`src/rtl/dbus_pkg.sv`:
```
// Shared definitions for the data-bus controller: access size codes, FSM states
// and the alignment rule applied to every core request.
package dbus_pkg;

  localparam logic [1:0] SIZE_WORD = 2'b00;
  localparam logic [1:0] SIZE_HALF = 2'b01;
  localparam logic [1:0] SIZE_BYTE = 2'b10;

  typedef enum logic [1:0] {
    ST_IDLE = 2'b00,
    ST_BUSY = 2'b01,
    ST_DONE = 2'b10
  } dbus_state_t;

  // Size code 2'b11 is illegal and is treated as misaligned.
  function automatic logic is_misaligned(input logic [1:0] size, input logic [1:0] addr_lo);
    logic bad;
    case (size)
      SIZE_WORD: bad = (addr_lo != 2'b00);
      SIZE_HALF: bad = addr_lo[0];
      SIZE_BYTE: bad = 1'b0;
      default:   bad = 1'b1;
    endcase
    return bad;
  endfunction

endpackage

```
`src/rtl/dbus_lane_align.sv`:
```
// Byte-lane steering for stores (enables + replicated data) and lane
// extraction with sign/zero extension for loads. Purely combinational.
module dbus_lane_align
  import dbus_pkg::*;
(
  input  logic [1:0]  st_size,
  input  logic [1:0]  st_addr_lo,
  input  logic [31:0] st_data,
  output logic [3:0]  st_be,
  output logic [31:0] st_lane_data,
  input  logic [1:0]  ld_size,
  input  logic [1:0]  ld_addr_lo,
  input  logic        ld_unsigned,
  input  logic [31:0] ld_rdata,
  output logic [31:0] ld_data
);

  logic [7:0]  byte_s;
  logic [15:0] half_s;

  // Store side: byte enables and lane-replicated write data.
  always_comb begin
    st_be        = 4'b0000;
    st_lane_data = 32'h0000_0000;
    case (st_size)
      SIZE_WORD: begin
        st_be        = 4'b1111;
        st_lane_data = st_data;
      end
      SIZE_HALF: begin
        st_be        = st_addr_lo[1] ? 4'b1100 : 4'b0011;
        st_lane_data = {2{st_data[15:0]}};
      end
      SIZE_BYTE: begin
        st_be        = 4'b0001 << st_addr_lo;
        st_lane_data = {4{st_data[7:0]}};
      end
      default: begin
        st_be        = 4'b0000;
        st_lane_data = 32'h0000_0000;
      end
    endcase
  end

  // Load side: select the addressed lane, then extend to 32 bits.
  always_comb begin
    byte_s  = 8'h00;
    half_s  = ld_addr_lo[1] ? ld_rdata[31:16] : ld_rdata[15:0];
    ld_data = 32'h0000_0000;
    case (ld_addr_lo)
      2'b00:   byte_s = ld_rdata[7:0];
      2'b01:   byte_s = ld_rdata[15:8];
      2'b10:   byte_s = ld_rdata[23:16];
      default: byte_s = ld_rdata[31:24];
    endcase
    case (ld_size)
      SIZE_WORD: ld_data = ld_rdata;
      SIZE_HALF: ld_data = {{16{half_s[15] & ~ld_unsigned}}, half_s};
      SIZE_BYTE: ld_data = {{24{byte_s[7] & ~ld_unsigned}}, byte_s};
      default:   ld_data = 32'h0000_0000;
    endcase
  end

endmodule

```
`src/rtl/dbus_ctrl.sv`:
```
// Data-bus controller: registers core load/store requests, drives the memory bus
// and stalls the core until ack. Define DBUS_TIMEOUT_EN to abort accesses lacking ack.
module dbus_ctrl
  import dbus_pkg::*;
#(
  parameter int unsigned TIMEOUT_CYC = 16
) (
  input  logic        clk,
  input  logic        rst,
  input  logic        core_req,
  input  logic        core_write,
  input  logic [1:0]  core_size,
  input  logic        core_unsigned,
  input  logic [31:0] core_addr,
  input  logic [31:0] core_wdata,
  output logic        core_stall,
  output logic        core_done,
  output logic        core_err,
  output logic [31:0] core_rdata,
  output logic        mem_req,
  output logic        mem_write,
  output logic [31:0] mem_addr,
  output logic [3:0]  mem_be,
  output logic [31:0] mem_wdata,
  input  logic [31:0] mem_rdata,
  input  logic        mem_ack_n
);

  dbus_state_t state_r;
  logic        mem_req_r, mem_write_r, core_done_r, core_err_r, ld_unsigned_r;
  logic [31:0] mem_addr_r, mem_wdata_r, core_rdata_r;
  logic [3:0]  mem_be_r;
  logic [1:0]  ld_size_r, ld_addr_lo_r;
  logic [3:0]  st_be_s;
  logic [31:0] st_lane_data_s, ld_data_s;

`ifdef DBUS_TIMEOUT_EN
  localparam int unsigned CNT_W = $clog2(TIMEOUT_CYC + 1);
  localparam logic [CNT_W-1:0] CNT_LAST = CNT_W'(TIMEOUT_CYC - 1);
  logic [CNT_W-1:0] busy_cnt_r;
`endif

  dbus_lane_align u_lane (
    .st_size      (core_size),
    .st_addr_lo   (core_addr[1:0]),
    .st_data      (core_wdata),
    .st_be        (st_be_s),
    .st_lane_data (st_lane_data_s),
    .ld_size      (ld_size_r),
    .ld_addr_lo   (ld_addr_lo_r),
    .ld_unsigned  (ld_unsigned_r),
    .ld_rdata     (mem_rdata),
    .ld_data      (ld_data_s)
  );

  // The core must see the stall in the same cycle it raises a request.
  assign core_stall = (state_r == ST_BUSY) | ((state_r == ST_IDLE) & core_req);
  assign core_done  = core_done_r;
  assign core_err   = core_err_r;
  assign core_rdata = core_rdata_r;
  assign mem_req    = mem_req_r;
  assign mem_write  = mem_write_r;
  assign mem_addr   = mem_addr_r;
  assign mem_be     = mem_be_r;
  assign mem_wdata  = mem_wdata_r;

  // Access FSM with registered bus and completion outputs.
  always_ff @(posedge clk) begin
    if (rst) begin
      state_r       <= ST_IDLE;
      mem_req_r     <= 1'b0;
      mem_write_r   <= 1'b0;
      mem_addr_r    <= 32'h0000_0000;
      mem_be_r      <= 4'b0000;
      mem_wdata_r   <= 32'h0000_0000;
      core_done_r   <= 1'b0;
      core_err_r    <= 1'b0;
      core_rdata_r  <= 32'h0000_0000;
      ld_size_r     <= 2'b00;
      ld_addr_lo_r  <= 2'b00;
      ld_unsigned_r <= 1'b0;
`ifdef DBUS_TIMEOUT_EN
      busy_cnt_r    <= '0;
`endif
    end else begin
      case (state_r)
        ST_IDLE: begin
          core_done_r  <= 1'b0;
          core_err_r   <= 1'b0;
          core_rdata_r <= 32'h0000_0000;
          if (core_req && is_misaligned(core_size, core_addr[1:0])) begin
            state_r     <= ST_DONE;
            core_done_r <= 1'b1;
            core_err_r  <= 1'b1;
          end else if (core_req) begin
            state_r       <= ST_BUSY;
            mem_req_r     <= 1'b1;
            mem_write_r   <= core_write;
            mem_addr_r    <= {core_addr[31:2], 2'b00};
            mem_be_r      <= st_be_s;
            mem_wdata_r   <= core_write ? st_lane_data_s : 32'h0000_0000;
            ld_size_r     <= core_size;
            ld_addr_lo_r  <= core_addr[1:0];
            ld_unsigned_r <= core_unsigned;
`ifdef DBUS_TIMEOUT_EN
            busy_cnt_r    <= '0;
`endif
          end else begin
            state_r <= ST_IDLE;
          end
        end
        ST_BUSY: begin
          if (!mem_ack_n) begin
            state_r      <= ST_DONE;
            core_done_r  <= 1'b1;
            core_rdata_r <= mem_write_r ? 32'h0000_0000 : ld_data_s;
            mem_req_r    <= 1'b0;
            mem_write_r  <= 1'b0;
            mem_addr_r   <= 32'h0000_0000;
            mem_be_r     <= 4'b0000;
            mem_wdata_r  <= 32'h0000_0000;
          end
`ifdef DBUS_TIMEOUT_EN
          else if (busy_cnt_r == CNT_LAST) begin
            state_r     <= ST_DONE;
            core_done_r <= 1'b1;
            core_err_r  <= 1'b1;
            mem_req_r   <= 1'b0;
            mem_write_r <= 1'b0;
            mem_addr_r  <= 32'h0000_0000;
            mem_be_r    <= 4'b0000;
            mem_wdata_r <= 32'h0000_0000;
          end else begin
            busy_cnt_r <= busy_cnt_r + CNT_W'(1);
          end
`else
          else begin
            state_r <= ST_BUSY;
          end
`endif
        end
        ST_DONE: begin
          state_r      <= ST_IDLE;
          core_done_r  <= 1'b0;
          core_err_r   <= 1'b0;
          core_rdata_r <= 32'h0000_0000;
        end
        default: begin
          state_r     <= ST_IDLE;
          mem_req_r   <= 1'b0;
          core_done_r <= 1'b0;
          core_err_r  <= 1'b0;
        end
      endcase
    end
  end

endmodule

```
`config.mk`:
```
export PLATFORM = sky130hd
export DESIGN_NAME = dbus_ctrl
export DESIGN_NICKNAME = d
export VERILOG_FILES = /design/src/rtl/dbus_pkg.sv /design/src/rtl/dbus_lane_align.sv /design/src/rtl/dbus_ctrl.sv
export SDC_FILE = /design/constraint.sdc
export NUM_CORES = 1
export LEC_CHECK = 0
export CAP_MARGIN = 10
export CORE_UTILIZATION = 45
export DETAILED_ROUTE_END_ITERATION = 10
export MAX_ROUTING_LAYER = met4
export PLACE_DENSITY = 0.83
export SLEW_MARGIN = 20
export SYNTH_ARGS = -nofsm -noshare
export SYNTH_HDL_FRONTEND = slang
export SYNTH_SLANG_ARGS = --single-unit
```
`constraint.sdc`:
```
create_clock -name clk -period 4.8 [get_ports clk]
set_input_delay 0.72 -clock clk [delete_from_list [all_inputs] [get_ports clk]]
set_output_delay 0.72 -clock clk [all_outputs]
set_load 0.01 [all_outputs]
```
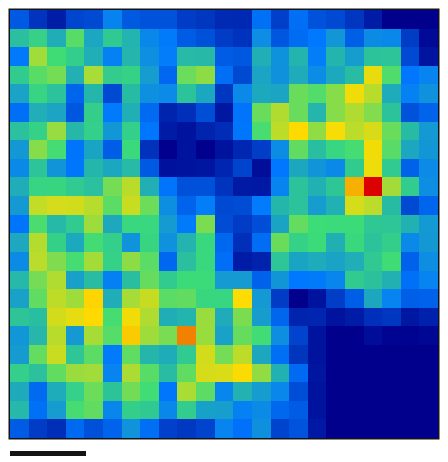
Figure 1: run 1, routed metal per tile.
Bar = 20 µm. The die is cut into 23 by 23 equal tiles; dark blue is low, red is high, scaled to the fullest tile. Values are wire area over tile area, all layers added.
The emptiest ninth of the die: lower right. The mean over all tiles is 0.24. The fullest tile reaches 0.72. 7.8% of the tiles are nearly empty. 23% of the tiles are over half the peak.
drt total wl: 18750 µm
Vias: 6007

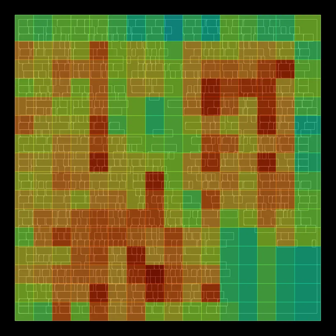
Figure 2: run 1, track usage over the die.
busiest layer in global routing: met2
GRT Util Overall: 30.23%
met1 track utilization from global routing: 38.45%

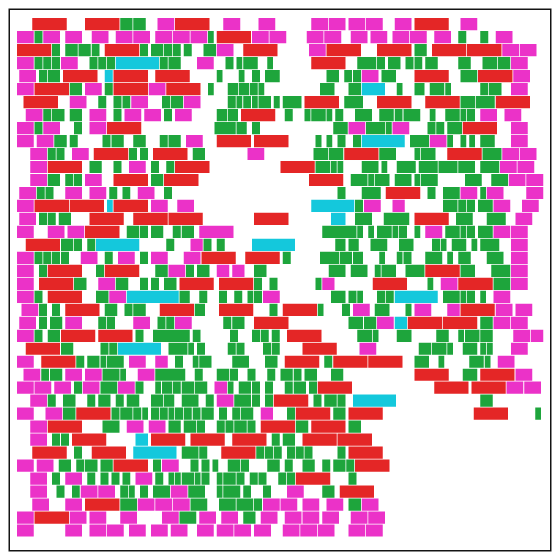
Figure 3: run 1, cells colored by class.
Key: registers = red [cells 109, share of their area 28%]; clock drivers and dummy loads = cyan [cells 16, share of their area 3.9%]; remaining logic cells = green [cells 485, share of their area 40%]; remaining buffers and delay cells = magenta [cells 216, share of their area 28%]
row count: 40
core area: 12010 µm²
Seq/total area: 27.59%
utilization of the core after routing: 65.84%
Design Area, Final: 7909 µm²

==> results.toml, run 1 <==
# flow metrics
[clocking]
cts_tree = "done"
cts-root-buf = "clkbuf_16"
cts.clk_slew.worst_paths_ns = 0.08
ctsHoldBuffers = 0
cts_setup_buffers = 0
cts_sinks = 109
cts_resized = 0

[logic_synthesis]
aoi_share_pct = 30.46
yosys_warnings = 0
ys_sh_adder_pct = 0
synthMuxAreaShare_pct = 7.722
xor_share_pct = 0
synthesis.area_um2 = 5558
synth-area-yosys_um2 = 5558

[place]
routabilityCongestion = 0.8876
io_buffers = 206

[final_timing]
fin_ws_ns = 2.022
rsz0062_at_grt = "no"
fin_setup_tns_ns = 0

[critical_path]
slowest_delay_ns = 0.75
required_ns = 5.08
cp.arrival_ns = 3.06
cp_cell_sequence = "clkdlybuf4s50_1 > nor2_1 > nand3_1 > or2_2 > o21ai_0"
crit_slowest_cell = "nand3_1"

[layout]
n_antenna_cell = 0
lay_top_count = "clkdlybuf4s50_1"
fill_cells = 1007
n_all_inverters = 13
nNetsFinal = 925
buffers = 216

[power]
p_comb_mw = 0.430
power_frac_clock_pct = 35.7
pwr-share-seq_pct = 44.4
power.group.top = "sequential cells"
ir_drop_uv = 232.2

[route]
drtIter0Drc = 656
via_per_inst = 6.174

[global_routing]
grt_pass1_vias = 5802

[floorplan]
io_pins = 209
taps = 147

[outcome]
status = "finished, final reports clean"
[run 1: final timing paths]
check / start / to / slack (ns) / cells past startpoint
worst max-delay path: mem_ack_n / core_rdata[2]$_SDFFE_PP0P_ / 2.02 / 5
worst min-delay path: mem_req$_SDFFE_PP0P_ / mem_req$_SDFFE_PP0P_ / 0.46 / 2
worst max register to register: state_r[0]$_SDFF_PP0_ / mem_be[1]$_SDFFE_PP0P_ / 2.41 / 5
worst min register to register: mem_req$_SDFFE_PP0P_ / mem_req$_SDFFE_PP0P_ / 0.46 / 2
[run 1: synthesized netlist by cell type]
| library cell | n | area (µm²) |
|---|---|---|
| a2111o_1 | 1 | 11.26 |
| a2111oi_0 | 8 | 70.07 |
| a2111oi_1 | 4 | 40.04 |
| a2111oi_2 | 1 | 15.01 |
| a21boi_0 | 1 | 7.510 |
| a21oi_1 | 81 | 405.4 |
| a221oi_1 | 9 | 78.83 |
| a222oi_1 | 7 | 70.07 |
| a22o_1 | 16 | 140.1 |
| a311oi_1 | 1 | 8.760 |
| buf_1 | 16 | 60.06 |
| buf_2 | 8 | 40.04 |
| buf_4 | 2 | 15.01 |
| buf_6 | 2 | 22.52 |
| clkbuf_1 | 49 | 183.9 |
| clkinv_1 | 1 | 3.750 |
| conb_1 | 1 | 3.750 |
| dfxtp_1 | 109 | 2182 |
| inv_1 | 12 | 45.04 |
| mux2_2 | 15 | 168.9 |
| mux2i_1 | 26 | 260.3 |
| nand2_1 | 38 | 142.6 |
| nand2b_1 | 5 | 31.28 |
| nand3_1 | 68 | 340.3 |
| nand3b_1 | 18 | 135.1 |
| nor2_1 | 21 | 78.83 |
| nor2b_1 | 1 | 6.260 |
| nor3_1 | 19 | 95.09 |
| nor3b_1 | 1 | 7.510 |
| o211ai_1 | 69 | 518.0 |
| o21a_1 | 8 | 60.06 |
| o21ai_0 | 39 | 195.2 |
| o21ai_1 | 1 | 5.000 |
| o22ai_4 | 1 | 20.02 |
| o2bb2ai_1 | 3 | 26.28 |
| o31a_1 | 1 | 8.760 |
| o31ai_2 | 1 | 12.51 |
| or2_2 | 4 | 25.02 |
| or3_1 | 1 | 6.260 |
| or3b_4 | 1 | 11.26 |
[run 1: per-stage QoR]
| step | hold WS [ns] | std cells | area [µm²] | power, mW | utilization, % |
|---|---|---|---|---|---|
| 2_1_floorplan | 0.4579 | 671 | 5562 | 1.195 | - |
| 3_3_place_gp | 0.4502 | 957 | 7591 | 1.387 | 63.20 |
| 3_5_place_dp | 0.4543 | 957 | 7599 | 1.398 | 63.26 |
| 4_1_cts | 0.4643 | 973 | 7900 | 2.161 | 65.77 |
| 5_1_grt | 0.4824 | 973 | 7909 | 2.245 | 65.84 |
| 6_report | 0.4623 | 973 | 7909 | 2.158 | 65.84 |
[run 1: routing by layer]
layer	vias to the layer above	part of all wire [%]	GRT usage [%]
met5	-	0	-
met3	29	9.9	7.552
met1	2836	41	38.45
met4	0	2.1	11.32
li1	2814	-	-
met2	328	47	46.30
[run 1: worst min-delay path, stage by stage, from the launching register on]
cell and delay, ns:
dfxtp_1 0.32, nand2_1 0.05, a21oi_1 0.05
Figure 4. Wiring by layer (run 1).
Bar = 20 µm.
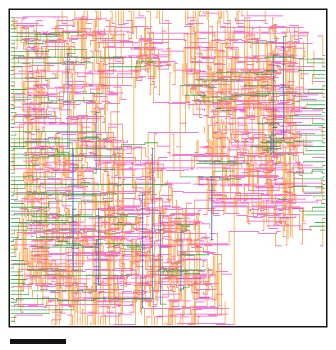

==> run 2, diff against run 1 <==
--- a/config.mk
+++ b/config.mk
@@ -6,10 +6,10 @@
 export NUM_CORES = 1
 export LEC_CHECK = 0
 export CAP_MARGIN = 10
-export CORE_UTILIZATION = 45
+export CORE_UTILIZATION = 40
 export DETAILED_ROUTE_END_ITERATION = 10
 export MAX_ROUTING_LAYER = met4
-export PLACE_DENSITY = 0.83
+export PLACE_DENSITY = 0.79
 export SLEW_MARGIN = 20
 export SYNTH_ARGS = -nofsm -noshare
 export SYNTH_HDL_FRONTEND = slang
==> constraint.sdc (replaced) <==
create_clock -name clk -period 2.31 [get_ports clk]
set_input_delay 0.3465 -clock clk [delete_from_list [all_inputs] [get_ports clk]]
set_output_delay 0.3465 -clock clk [all_outputs]
set_load 0.01 [all_outputs]
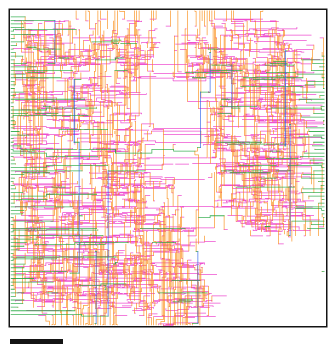
Figure 5: run 2, wiring by layer.
Bar = 20 µm.
Key: M1 = magenta [wire length 7890 µm]; M3 = green [wire length 1750 µm]; M2 = orange [wire length 8240 µm]; M4 = blue [wire length 330 µm]
Vias: 5961
GRT Util Overall: 26.14%
wire per inst: 17.83 µm
drt total wl: 18210 µm

==> run 2 against run 1 <==
  * Synthesized cell count is the same
  * Sequential power rose by 110%
  * Worst setup slack worse by 1.6 ns
  * First-iteration DRC count grew 12%
  * Largest cell class unchanged
==> results.toml, run 2 <==
# flow metrics
[critical_path]
slowest_delay_ns = 0.54
ff2ff_setup_slack_ns = 0.38

[power]
p_total_mw = 4.427

[route]
top_layer = "met4"
wl_met3_um = 1748
via_per_inst = 5.838
met1_length_um = 7886

[floorplan]
io_pins = 209
rows = 42

[clocking]
cts-root-buf = "clkbuf_16"
cts_sinks = 109
ctsHoldBuffers = 0

[logic_synthesis]
synthesis.area_um2 = 5558
synth-area-yosys_um2 = 5558

[final_timing]
rsz0062_at_grt = "no"

[outcome]
status = "finished, final reports clean"

[min_path]
min_from = "mem_req$_SDFFE_PP0P_"

[place]
routabilityCongestion = 0.8134
placedCellCount = 1005

[layout]
n_antenna_cell = 0
final_cells = 1021
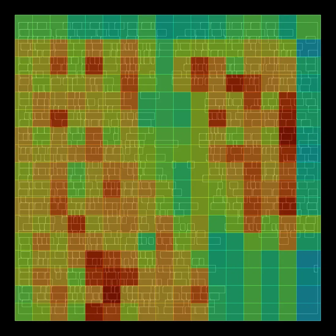
Figure 6: run 2, track usage over the die.
M3 GR Usage: 6.654%
met1 track utilization from global routing: 34.49%
utilization of the core after routing: 60.59%

[run 2: cell type report]
class                           instances  area [µm²]  share of cell area [%]
Sequential cell                       109        2182                   26.88
Clock buffer                           11       242.7                   2.990
Inverter                               13       48.80                  0.6010
Tap cell                              176       220.2                   2.712
Multi-Input combinational cell        472        3029                   37.31
Clock inverter                          5       43.79                  0.5394
Timing Repair Buffer                  235        2352                   28.97
[run 2: critical path, delay by kind of cell (launching register included)]
family / cells / cell delay, ns
flip-flops: 1 / 0.54
AND/OR/NAND/NOR: 2 / 0.16
buffers and inverters: 1 / 0.54
[run 2: how the worst max path moves through the flow]
| stage | to | from |
|---|---|---|
| floorplan | core_rdata[10]$_SDFFE_PP0P_ | ld_addr_lo_r[1]$_SDFFE_PP0P_ |
| global placement | core_done$_SDFFE_PP0N_ | core_size[0] |
| detailed placement | core_done$_SDFFE_PP0N_ | core_size[0] |
| CTS | core_rdata[25]$_SDFFE_PP0P_ | ld_addr_lo_r[1]$_SDFFE_PP0P_ |
| global route | core_rdata[25]$_SDFFE_PP0P_ | ld_addr_lo_r[1]$_SDFFE_PP0P_ |
| finish | core_stall | state_r[0]$_SDFF_PP0_ |
[run 2: where the power goes]
part           internal (mW)  switching [mW]
combinational          0.457           0.469
clock                  0.776           0.743
sequential              1.94          0.0438
total                   3.17            1.26
[run 2: metal layers]
metal	track usage, %	vias to the layer above
met1	34.49	2806
met4	10.08	0
li1	-	2846
met3	6.654	24
met5	-	-
met2	38.22	285
[run 2: logic make-up after synthesis]
logic type,Yosys count,synth area share (%)
compound gates,252,30.46
buf+inv,90,6.664
other cells,1,0.06747
mux,41,7.722
simple gates,177,15.83
flops,109,39.26
[run 2: stage by stage]
stage          hold WS [ns]  worst slack, ns  util, %  cell area, µm²
5_1_grt              0.4911           0.2452    60.59            8119
2_1_floorplan        0.4579           0.6040        -            5562
3_3_place_gp         0.4489           0.1887    58.45            7833
6_report             0.4610           0.3735    60.59            8119
3_5_place_dp         0.4557           0.1569    58.45            7833
4_1_cts              0.4660           0.3726    60.59            8119
Figure 7. Routed metal per tile (run 2).
Bar = 20 µm. The die is cut into 24 by 24 equal tiles; dark blue is low, red is high, scaled to the fullest tile. Values are wire area over tile area, all layers added.
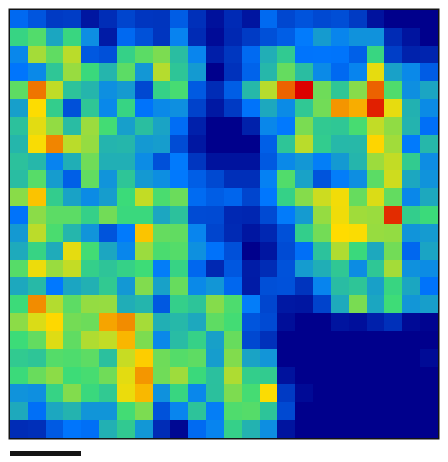

==> run 3, diff against run 2 <==
--- a/config.mk
+++ b/config.mk
@@ -6,10 +6,10 @@
 export NUM_CORES = 1
 export LEC_CHECK = 0
 export CAP_MARGIN = 10
-export CORE_UTILIZATION = 40
+export CORE_UTILIZATION = 45
 export DETAILED_ROUTE_END_ITERATION = 10
 export MAX_ROUTING_LAYER = met4
-export PLACE_DENSITY = 0.79
+export PLACE_DENSITY = 0.83
 export SLEW_MARGIN = 20
 export SYNTH_ARGS = -nofsm -noshare
 export SYNTH_HDL_FRONTEND = slang
==> constraint.sdc (replaced) <==
create_clock -name clk -period 2 [get_ports clk]
set_input_delay 0.3 -clock clk [delete_from_list [all_inputs] [get_ports clk]]
set_output_delay 0.3 -clock clk [all_outputs]
set_load 0.01 [all_outputs]
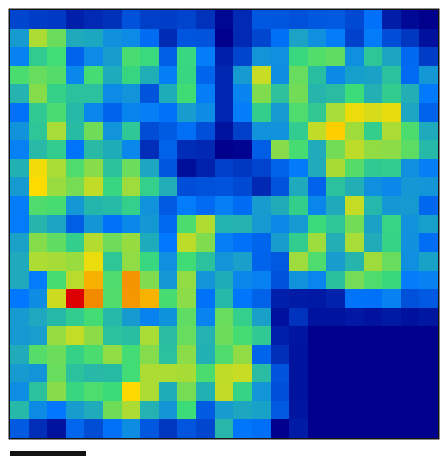
Figure 8: run 3, routed metal per tile.
Bar = 20 µm. The die is cut into 23 by 23 equal tiles; dark blue is low, red is high, scaled to the fullest tile. Values are wire area over tile area, all layers added.
24% of the tiles are over half the peak. The fullest tile reaches 0.72. The densest ninth of the die: middle left. The emptiest ninth of the die: lower right. 9.3% of the tiles are nearly empty. The mean over all tiles is 0.24.
drt total wl: 18540 µm
GRT Util Overall: 29.95%
wire per inst: 18.60 µm
Vias: 6088

==> run 3 against run 2 <==
  * Total power is 18% higher
  * Synthesized cell count stayed put
  * Utilization is 7.5 points higher
  * Hold slack worse by 0.087 ns
  * Clock skew is 0.0049 ns higher
  * First-iteration DRC count is 22% lower
  * Critical path depth stayed put
  * Routed wire length is 1.9% higher
  * Non-clock buffer count is 6 higher
  * Sequential share of layout area is 0.20 points lower
  * Count of clock-buffer cells in the layout is 1 lower
  * Largest cell class unchanged
  * Highest routed layer unchanged
==> results.toml, run 3 <==
# flow metrics
[layout]
final_cells = 997
lay_top_count = "clkdlybuf4s50_1"
drive_gt1_share_pct = 9.176
nNetsFinal = 950
lay_top_cells = "clkdlybuf4s50_1 (205), dfxtp_1 (109), a21oi_1 (81)"
n_antenna_cell = 0

[critical_path]
cp.arrival_ns = 1.59
slowest_delay_ns = 0.54
crit_slowest_cell = "clkdlybuf4s50_1"
cp-end-kind = "output port"
required_ns = 1.70
cp_common_cell = "nor2_1"
cp_cell_sequence = "nor2_1 > nor2_1 > clkdlybuf4s50_1"

[clocking]
ctsHoldBuffers = 0
cts-root-buf = "clkbuf_16"
cts-buffers-inserted = 9
cts_sinks = 109
cts.clk_slew.worst_paths_ns = 0.07
cts_tree = "done"

[place]
placedCellCount = 982
io_buffers = 206
routabilityCongestion = 0.8752

[logic_synthesis]
top_area_cell = "dfxtp_1"
top_cell = "dfxtp_1"
top_cell_area_share_pct = 39.26
synthArstFlopShare_pct = 0
synthTopCellsByArea = "dfxtp_1 (39%), o211ai_1 (9.3%), a21oi_1 (7.3%)"
yosys_warnings = 0
synth-area-yosys_um2 = 5558
synthesis.area_um2 = 5558
netlist_top_cells_count = "dfxtp_1 (109), a21oi_1 (81), o211ai_1 (69)"
edf_count = 0
flop_cell = "dfxtp_1"

[power]
ir_drop_uv = 478.2
p_total_mw = 5.209

[global_routing]
grt_pass1_vias = 5908
antenna_found_initial = 0
gr-total-overflow = 0

[final_timing]
rsz0062_at_grt = "no"
drv_slew = 0
fin_setup_tns_ns = 0

[route]
drtIter0Drc = 578
via_per_inst = 6.106

[floorplan]
rows = 40
io_pins = 209
core-area_um2 = 12010

[outcome]
status = "finished, final reports clean"
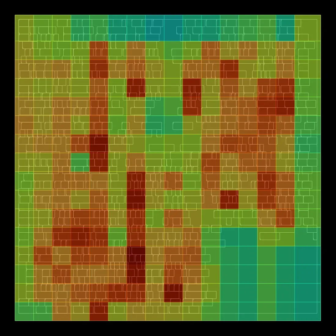
Figure 9: run 3, track usage over the die.
utilization of the core after routing: 68.10%
M3 GR Usage: 7.552%
met1 track utilization from global routing: 36.98%
grt met2 use: 47.36%

[run 3: final cells by class]
type,count,area [µm²]
clock buffer,10,239.0
clock inverter,5,60.06
fill,956,3831
inverter,13,48.80
multi-input combinational,472,3032
sequential,109,2182
tap,147,183.9
timing repair buffer,241,2435
[run 3: worst max-delay path, delay by kind of cell (launching register included)]
kind	cells	cell delay [ns]
buffers and inverters	1	0.54
DFF	1	0.53
and+or+nand+nor	2	0.16
[run 3: cell families (layout without fill, tap and decap cells)]
| family | count (synthesis) | count (layout) | synth area share [%] |
|---|---|---|---|
| and+or+nand+nor | 177 | 177 | 15.83 |
| other | 1 | 2 | 0.06747 |
| buffers and inverters | 90 | 269 | 6.664 |
| DFF | 109 | 109 | 39.26 |
| AOI/OAI and AO/OA | 252 | 252 | 30.46 |
| muxes | 41 | 41 | 7.722 |
[run 3: per-stage QoR]
step	hold WS [ns]	worst slack [ns]	area (µm²)
CTS	0.3600	0.1035	8178
detailed placement	0.4558	-0.04277	7879
floorplan	0.4179	0.2940	5562
finish	0.3739	0.1123	8180
global placement	0.4519	0.05026	7879
global route	0.3836	0.02807	8180
[run 3: report_power, final]
group / switching [mW] / leakage, nW / total (mW) / internal [mW]
clock network: 0.817 / 0.145 / 1.82 / 1.00
registers: 0.0507 / 0.883 / 2.29 / 2.24
logic: 0.553 / 1.80 / 1.10 / 0.547
total: 1.42 / 2.82 / 5.21 / 3.79
[run 3: what timing repair did]
action                     in CTS  in global routing
resized                         0                  2
buffers inserted                0                  0
setup endpoints to repair       0                  2
[run 3: metal layers]
metal / track usage, % / up-vias / wire, µm
li1: - / 2848 / -
met3: 7.552 / 29 / 1744
met2: 47.36 / 298 / 8769
met4: 10.88 / 0 / 380
met5: - / - / 0
met1: 36.98 / 2913 / 7649
[run 3: final timing paths]
path,to,start,slack (ns),cells past startpoint
worst max-delay path,core_stall,state_r[0]$_SDFF_PP0_,0.11,3
worst min-delay path,mem_addr[23]$_SDFFE_PP0P_,rst,0.37,2
worst max register to register,core_rdata[19]$_SDFFE_PP0P_,ld_addr_lo_r[1]$_SDFFE_PP0P_,0.16,5
worst min register to register,mem_req$_SDFFE_PP0P_,mem_req$_SDFFE_PP0P_,0.46,2

==> gallery <==
Sequential cells colored by netlist name.
Bar = 20 µm.
picture 1
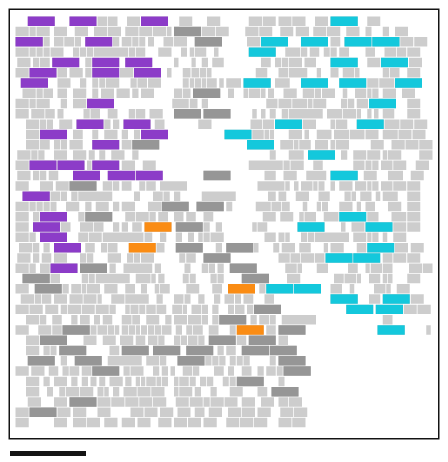
picture 2
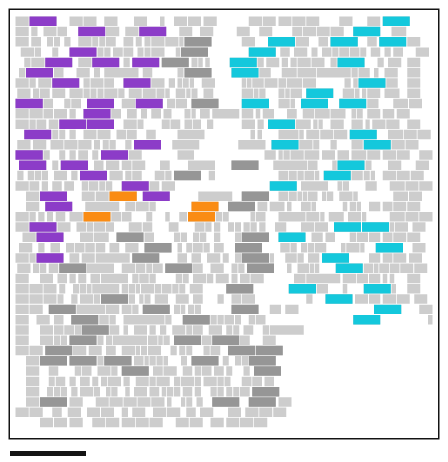
Picture 1 comes from run 1.
Picture 2 comes from run 3.

Key to picture 1:
Key: `mem_be` = orange [flops 4, where center]; `core_rdata` = cyan [flops 32]; `mem_addr` = purple [flops 30]

No activity file was given, so power comes from the tool's default toggle rates.
